[src/rtl/fpu_pkg.sv]
// Shared types and constants for the single-precision FPU.
package fpu_pkg;

    typedef enum logic [1:0] {
        OP_ADD = 2'b00,
        OP_SUB = 2'b01,
        OP_MUL = 2'b10,
        OP_DIV = 2'b11
    } fpu_op_e;

    localparam int unsigned EXP_W    = 8;
    localparam int unsigned MAN_W    = 23;
    localparam int unsigned EXP_BIAS = 127;

    localparam logic [31:0] QNAN    = 32'h7FC00000;
    localparam logic [31:0] POS_INF = 32'h7F800000;

    typedef struct packed {
        logic             sign;
        logic [EXP_W-1:0] exp;
        logic [MAN_W-1:0] man;
    } fp32_t;

endpackage

[src/rtl/fpu_round.sv]
// Normalize, round-to-nearest-even and range-check one binary32 result.
// man[26] is the hidden-bit position for exponent exp; man[2:0] are G/R/S.
module fpu_round
    import fpu_pkg::*;
(
    input  logic              sign,
    input  logic signed [9:0] exp,
    input  logic [26:0]       man,
    output logic [31:0]       result
);

    logic [4:0]        lz;
    logic [26:0]       norm;
    logic signed [9:0] e_n;
    logic signed [9:0] e_r;
    logic              up;
    logic              carry;
    logic [22:0]       frac;

    // Leading-zero normalize, RNE rounding, then overflow/underflow clamp
    always_comb begin
        lz = '0;
        for (int unsigned i = 0; i < 27; i++) begin
            if (man[i]) lz = 5'(26 - i);
        end
        norm = man << lz;
        e_n  = exp - 10'(lz);
        up   = norm[2] & (norm[3] | norm[1] | norm[0]);
        // A carry out of the fraction means 1.111..1 rounded to 10.000..0
        {carry, frac} = {1'b0, norm[25:3]} + 24'(up);
        e_r  = e_n + 10'(carry);

        if (!norm[26]) begin
            result = {sign, 31'b0};
        end else if (e_r >= 10'sd255) begin
            result = {sign, POS_INF[30:0]};
        end else if (e_r <= 10'sd0) begin
            result = {sign, 31'b0};
        end else begin
            result = {sign, e_r[7:0], frac};
        end
    end

endmodule

[src/rtl/fpu.sv]
// Combinational binary32 add/sub/mul/div with a registered finish flag.
// Build option: define FPU_DIV_EN to include the divider; otherwise
// divide returns a quiet NaN.
module fpu
    import fpu_pkg::*;
(
    input  logic        clk,
    input  logic        rst_n,
    input  logic [1:0]  funct,
    input  logic [31:0] a,
    input  logic [31:0] b,
    output logic [31:0] o,
    output logic        finish
);

    fp32_t   fa, fb;
    fpu_op_e op;
    logic    a_zero, b_zero, a_inf, b_inf, a_nan, b_nan;
    logic    sb_eff;
    logic [23:0] ma, mb;

    assign fa     = a;
    assign fb     = b;
    assign op     = fpu_op_e'(funct);
    assign a_zero = (fa.exp == '0);
    assign b_zero = (fb.exp == '0);
    assign a_inf  = (fa.exp == '1) && (fa.man == '0);
    assign b_inf  = (fb.exp == '1) && (fb.man == '0);
    assign a_nan  = (fa.exp == '1) && (fa.man != '0);
    assign b_nan  = (fb.exp == '1) && (fb.man != '0);
    assign sb_eff = fb.sign ^ (op == OP_SUB);
    // Subnormals are flushed by dropping the mantissa when exp is zero
    assign ma     = a_zero ? '0 : {1'b1, fa.man};
    assign mb     = b_zero ? '0 : {1'b1, fb.man};

    logic              a_big;
    logic [7:0]        e_big, e_sml, d;
    logic [23:0]       m_big, m_sml;
    logic [5:0]        shamt;
    logic [49:0]       ext;
    logic [26:0]       m_sml27, m_big27;
    logic [27:0]       sum;
    logic              add_sign;
    logic signed [9:0] add_exp;
    logic [26:0]       add_man;

    // Add/sub: order by magnitude, align, add or subtract magnitudes
    always_comb begin
        a_big   = {fa.exp, ma} >= {fb.exp, mb};
        e_big   = a_big ? fa.exp : fb.exp;
        e_sml   = a_big ? fb.exp : fa.exp;
        m_big   = a_big ? ma : mb;
        m_sml   = a_big ? mb : ma;
        d       = e_big - e_sml;
        // Beyond 27 positions every bit of the small operand lands in sticky
        shamt   = (d > 8'd27) ? 6'd27 : d[5:0];
        ext     = {m_sml, 26'b0} >> shamt;
        m_sml27 = {ext[49:24], |ext[23:0]};
        m_big27 = {m_big, 3'b000};
        add_sign = a_big ? fa.sign : sb_eff;
        if (fa.sign == sb_eff) begin
            sum = {1'b0, m_big27} + {1'b0, m_sml27};
            if (sum[27]) begin
                add_man = {sum[27:2], |sum[1:0]};
            end else begin
                add_man = sum[26:0];
            end
            add_exp = {2'b00, e_big} + 10'(sum[27]);
        end else begin
            sum     = {1'b0, m_big27 - m_sml27};
            add_man = sum[26:0];
            add_exp = {2'b00, e_big};
            // Exact cancellation yields +0
            if (sum == '0) add_sign = 1'b0;
        end
    end

    logic [47:0]       mul_p;
    logic              mul_sign;
    logic signed [9:0] mul_exp;
    logic [26:0]       mul_man;

    assign mul_p    = 48'(ma) * 48'(mb);
    assign mul_sign = fa.sign ^ fb.sign;
    // Exponent assumes a product in [2,4); the rounder shifts left once if not
    assign mul_exp  = {2'b00, fa.exp} + {2'b00, fb.exp} - 10'sd126;
    assign mul_man  = {mul_p[47:22], |mul_p[21:0]};

`ifdef FPU_DIV_EN
    logic [25:0]       rem;
    logic [25:0]       q;
    logic              div_sign;
    logic signed [9:0] div_exp;
    logic [26:0]       div_man;

    assign div_sign = fa.sign ^ fb.sign;
    assign div_exp  = {2'b00, fa.exp} - {2'b00, fb.exp} + 10'sd127;

    // Restoring division: 26 quotient bits, remainder folded into sticky
    always_comb begin
        rem = {2'b00, ma};
        q   = '0;
        for (int unsigned i = 0; i < 26; i++) begin
            if (rem >= {2'b00, mb}) begin
                q   = {q[24:0], 1'b1};
                rem = rem - {2'b00, mb};
            end else begin
                q   = {q[24:0], 1'b0};
            end
            rem = {rem[24:0], 1'b0};
        end
        div_man = {q, |rem};
    end
`endif

    logic              r_sign;
    logic signed [9:0] r_exp;
    logic [26:0]       r_man;
    logic [31:0]       rnd_out;
    logic              special;
    logic [31:0]       spec_val;
    logic [31:0]       res;

    // Route the selected datapath into the shared rounder
    always_comb begin
        r_sign = add_sign;
        r_exp  = add_exp;
        r_man  = add_man;
        if (op == OP_MUL) begin
            r_sign = mul_sign;
            r_exp  = mul_exp;
            r_man  = mul_man;
        end
`ifdef FPU_DIV_EN
        if (op == OP_DIV) begin
            r_sign = div_sign;
            r_exp  = div_exp;
            r_man  = div_man;
        end
`endif
    end

    fpu_round u_round (
        .sign   (r_sign),
        .exp    (r_exp),
        .man    (r_man),
        .result (rnd_out)
    );

    // Special operands override the arithmetic result
    always_comb begin
        special  = 1'b0;
        spec_val = QNAN;
        case (op)
            OP_ADD, OP_SUB: begin
                if (a_inf && b_inf && (fa.sign != sb_eff)) begin
                    special = 1'b1;
                end else if (a_inf) begin
                    special  = 1'b1;
                    spec_val = {fa.sign, POS_INF[30:0]};
                end else if (b_inf) begin
                    special  = 1'b1;
                    spec_val = {sb_eff, POS_INF[30:0]};
                end
            end
            OP_MUL: begin
                if ((a_inf && b_zero) || (b_inf && a_zero)) begin
                    special = 1'b1;
                end else if (a_inf || b_inf) begin
                    special  = 1'b1;
                    spec_val = {mul_sign, POS_INF[30:0]};
                end else if (a_zero || b_zero) begin
                    special  = 1'b1;
                    spec_val = {mul_sign, 31'b0};
                end
            end
            OP_DIV: begin
`ifdef FPU_DIV_EN
                if ((a_zero && b_zero) || (a_inf && b_inf)) begin
                    special = 1'b1;
                end else if (b_zero || a_inf) begin
                    special  = 1'b1;
                    spec_val = {div_sign, POS_INF[30:0]};
                end else if (b_inf || a_zero) begin
                    special  = 1'b1;
                    spec_val = {div_sign, 31'b0};
                end
`else
                special = 1'b1;
`endif
            end
        endcase
        if (a_nan || b_nan) begin
            special  = 1'b1;
            spec_val = QNAN;
        end
        res = special ? spec_val : rnd_out;
        o   = rst_n ? res : '0;
    end

    // finish rises on the first clock after reset release and then holds
    always_ff @(posedge clk or negedge rst_n) begin
        if (!rst_n) finish <= 1'b0;
        else        finish <= 1'b1;
    end

endmodule

[config.mk]
export PLATFORM = sky130hd
export DESIGN_NAME = fpu
export DESIGN_NICKNAME = d
export VERILOG_FILES = /design/src/rtl/fpu_pkg.sv /design/src/rtl/fpu_round.sv /design/src/rtl/fpu.sv
export SDC_FILE = /design/constraint.sdc
export NUM_CORES = 2
export LEC_CHECK = 0
export ABC_AREA = 1
export CAP_MARGIN = 0
export CORE_MARGIN = 3
export CORE_UTILIZATION = 65
export CTS_CLUSTER_DIAMETER = 30
export DETAILED_ROUTE_END_ITERATION = 8
export PLACE_DENSITY_LB_ADDON = 0.12
export SYNTH_ARGS = -nofsm -noshare
export SYNTH_HDL_FRONTEND = slang
export SYNTH_HIERARCHICAL = 1
export SYNTH_SLANG_ARGS = --single-unit
export TNS_END_PERCENT = 5
[constraint.sdc]
create_clock -name clk -period 30.2 [get_ports clk]
set_input_delay 7.55 -clock clk [delete_from_list [all_inputs] [get_ports clk]]
set_output_delay 7.55 -clock clk [all_outputs]
set_load 0.05 [all_outputs]
==> images/final_clocks.png <==
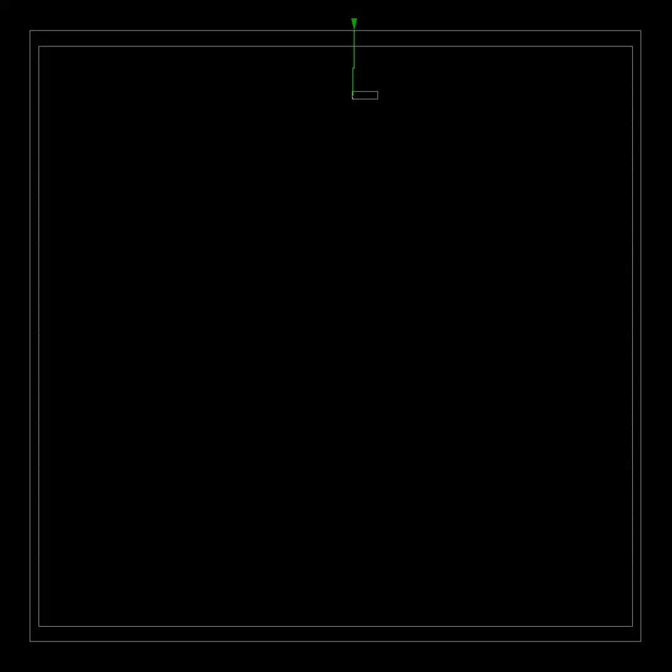
registers: 1

==> images/cell_classes.png <==
Drawn at 2 px/um.
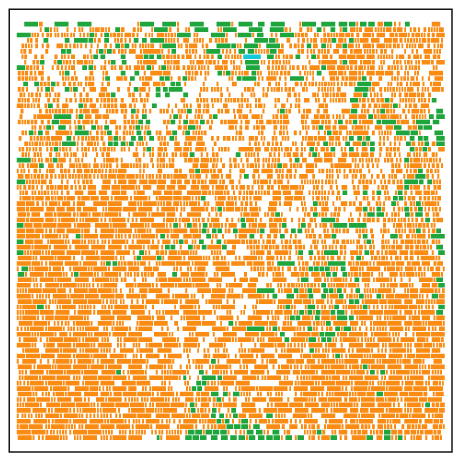
- other buffers and delay cells: green (cells 437; share of their area 13%)
- all other logic: orange (cells 4343; share of their area 87%)
- flip-flops: cyan (cells 1; share of their area 0.073%)

==> images/wire_density.png <==
Drawn at 1.5 px/um. The die is cut into 22 by 22 equal tiles; dark purple is low, yellow is high, scaled to the fullest tile. Values are wire area over tile area, all layers added.
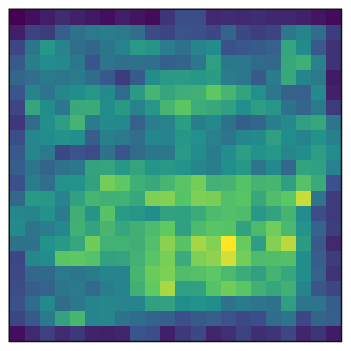
- mean over tiles: 0.45
- tiles over half the peak: 38%
- nearly empty tiles: 0.20%
- fullest tile: 1.0

==> impl_metrics.json <==
{
  "syn_avg_cell_area_um2": 6.63,
  "aoi_share_pct": 7.99,
  "die_h_um": 221,
  "hold_violations": 0,
  "yosys.area_share.adder_pct": 45.4,
  "gr-usage-met2_pct": 68.1,
  "grt_pass1_vias": 31400,
  "setup_viol_count_final": 0,
  "largest_reg_flops": 1,
  "yosys-stat-cells": 4511,
  "grt_overflow": 0,
  "top_layer_used": "met5",
  "crit_arrival_ns": 22.00,
  "drc": 0,
  "wirelength_um": 117000,
  "cts.reportedPaths.clkPinSlew_ns": 0,
  "crit_family": "adder cells",
  "numPortBuffers": 100,
  "crit_path_start_kind": "primary input",
  "hp-class": "primary input to asynchronous set/reset pin",
  "final_cell_count_no_fill": 5383,
  "dr_wl_met3_um": 18800,
  "design_area_um2": 34800,
  "xor_area_share_pct": 2.11,
  "largest_register": "finish",
  "max_slew.worst_pin.slew_ns": 0.904,
  "worstPathMaxFanout": 18,
  "core-area_um2": 44900,
  "drtIter0Drc": 4774,
  "cp-end-kind": "output pin",
  "routed-wl-met2_um": 47500,
  "top_cells_by_area": "fa_1, nand2_1, ha_1",
  "grt_use_total_pct": 46.9,
  "n_tap_cell": 592,
  "postCtsSetupBuffers": 0,
  "initCoreUtil_pct": 66.7,
  "cp-endpoint": "o[22]",
  "antennaDiodeCount": 10,
  "synth-edff-count": 0,
  "logic_area_um2": 26300,
  "period_used_pct": 97.8,
  "dpl.hpwl_um": 95000,
  "netlist_instances": 4511,
  "layout_setup_ws_ns": 0.652,
  "synth_nets": 5375,
  "comb_cells": 3421,
  "top_cells_by_count": "nand2_1, inv_1, fa_1, nor2_1, nand3_1",
  "top_area_cell": "fa_1",
  "simple_gate_area_share_pct": 30.4,
  "die-area_um2": 48700,
  "grt_pass1_wl_um": 175000,
  "num_vias": 32900,
  "antenna_found_initial": 15,
  "finalSetupTns_ns": 0,
  "post-synth-top-count-cell": "nand2_1",
  "async_flop_share_pct": 100,
  "via_per_inst": 6.10,
  "place.gp.congestion": 1.16,
  "drive_gt1_share_pct": 12.1,
  "grt_max_degree": 59,
  "synth_flops": 1,
  "worstSetupPathDepth": 77,
  "slew_headroom_pct": 39.3,
  "comb_area_share_pct": 75.5,
  "dominant_cells": "multi-input combinational cells",
  "fin_crit_ns": 29.55,
  "routedWlPerCell_um": 21.8,
  "layout_top_cell": "nand2_1",
  "met1_usage_pct": 60.8,
  "drtAntennaViolNets": 0,
  "synth_top_area_share_pct": 32.4,
  "synth-main-ff-cell": "dfrtp_1",
  "path_buffers": 15,
  "busiest_layer": "met2",
  "syn-cell-area_um2": 29900,
  "seq_area_um2": 25.0,
  "ys_area_um2": 29900,
  "lay_top_cells": "nand2_1, inv_1, fa_1",
  "warnings": 85,
  "final.fill_count": 3354,
  "status": "completed",
  "synth_seq_share_pct": 0.0836,
  "ys_top_logic_family": "adder cells",
  "sh_seq_area_pct": 0.0718,
  "cp.required_ns": 22.65,
  "area_growth_pct": 16.4,
  "slew_violations": 0,
  "yosysWarningCount": 6,
  "crit_top_cell": "nand2_1",
  "slowest_delay_ns": 0.58,
  "final_net_count": 5647,
  "dr.pass1.iters": 9,
  "top_regs": "finish: 1 flops",
  "worst_hold_slack_ns": 7.73,
  "place_area_um2": 33600,
  "n_all_inverters": 922,
  "ys_types": 57,
  "pre_cts_ws_ns": -0.382,
  "critical_path_class": "primary input to output pin",
  "hold_buffers": 0,
  "die_w_um": 221,
  "num_rows": 77,
  "cts_resized": 4,
  "drt-met1-wl_um": 41900,
  "dp.cells": 5321,
  "cp_slowest_cell": "clkdlybuf4s50_1",
  "ys_sh_mux_pct": 0,
  "fmax_ghz": 0.0338,
  "drv_cap": 0,
  "num_io_pins": 101,
  "cp-startpoint": "a[28]",
  "use_met3_pct": 18.2,
  "fin_util_pct": 77.6
}
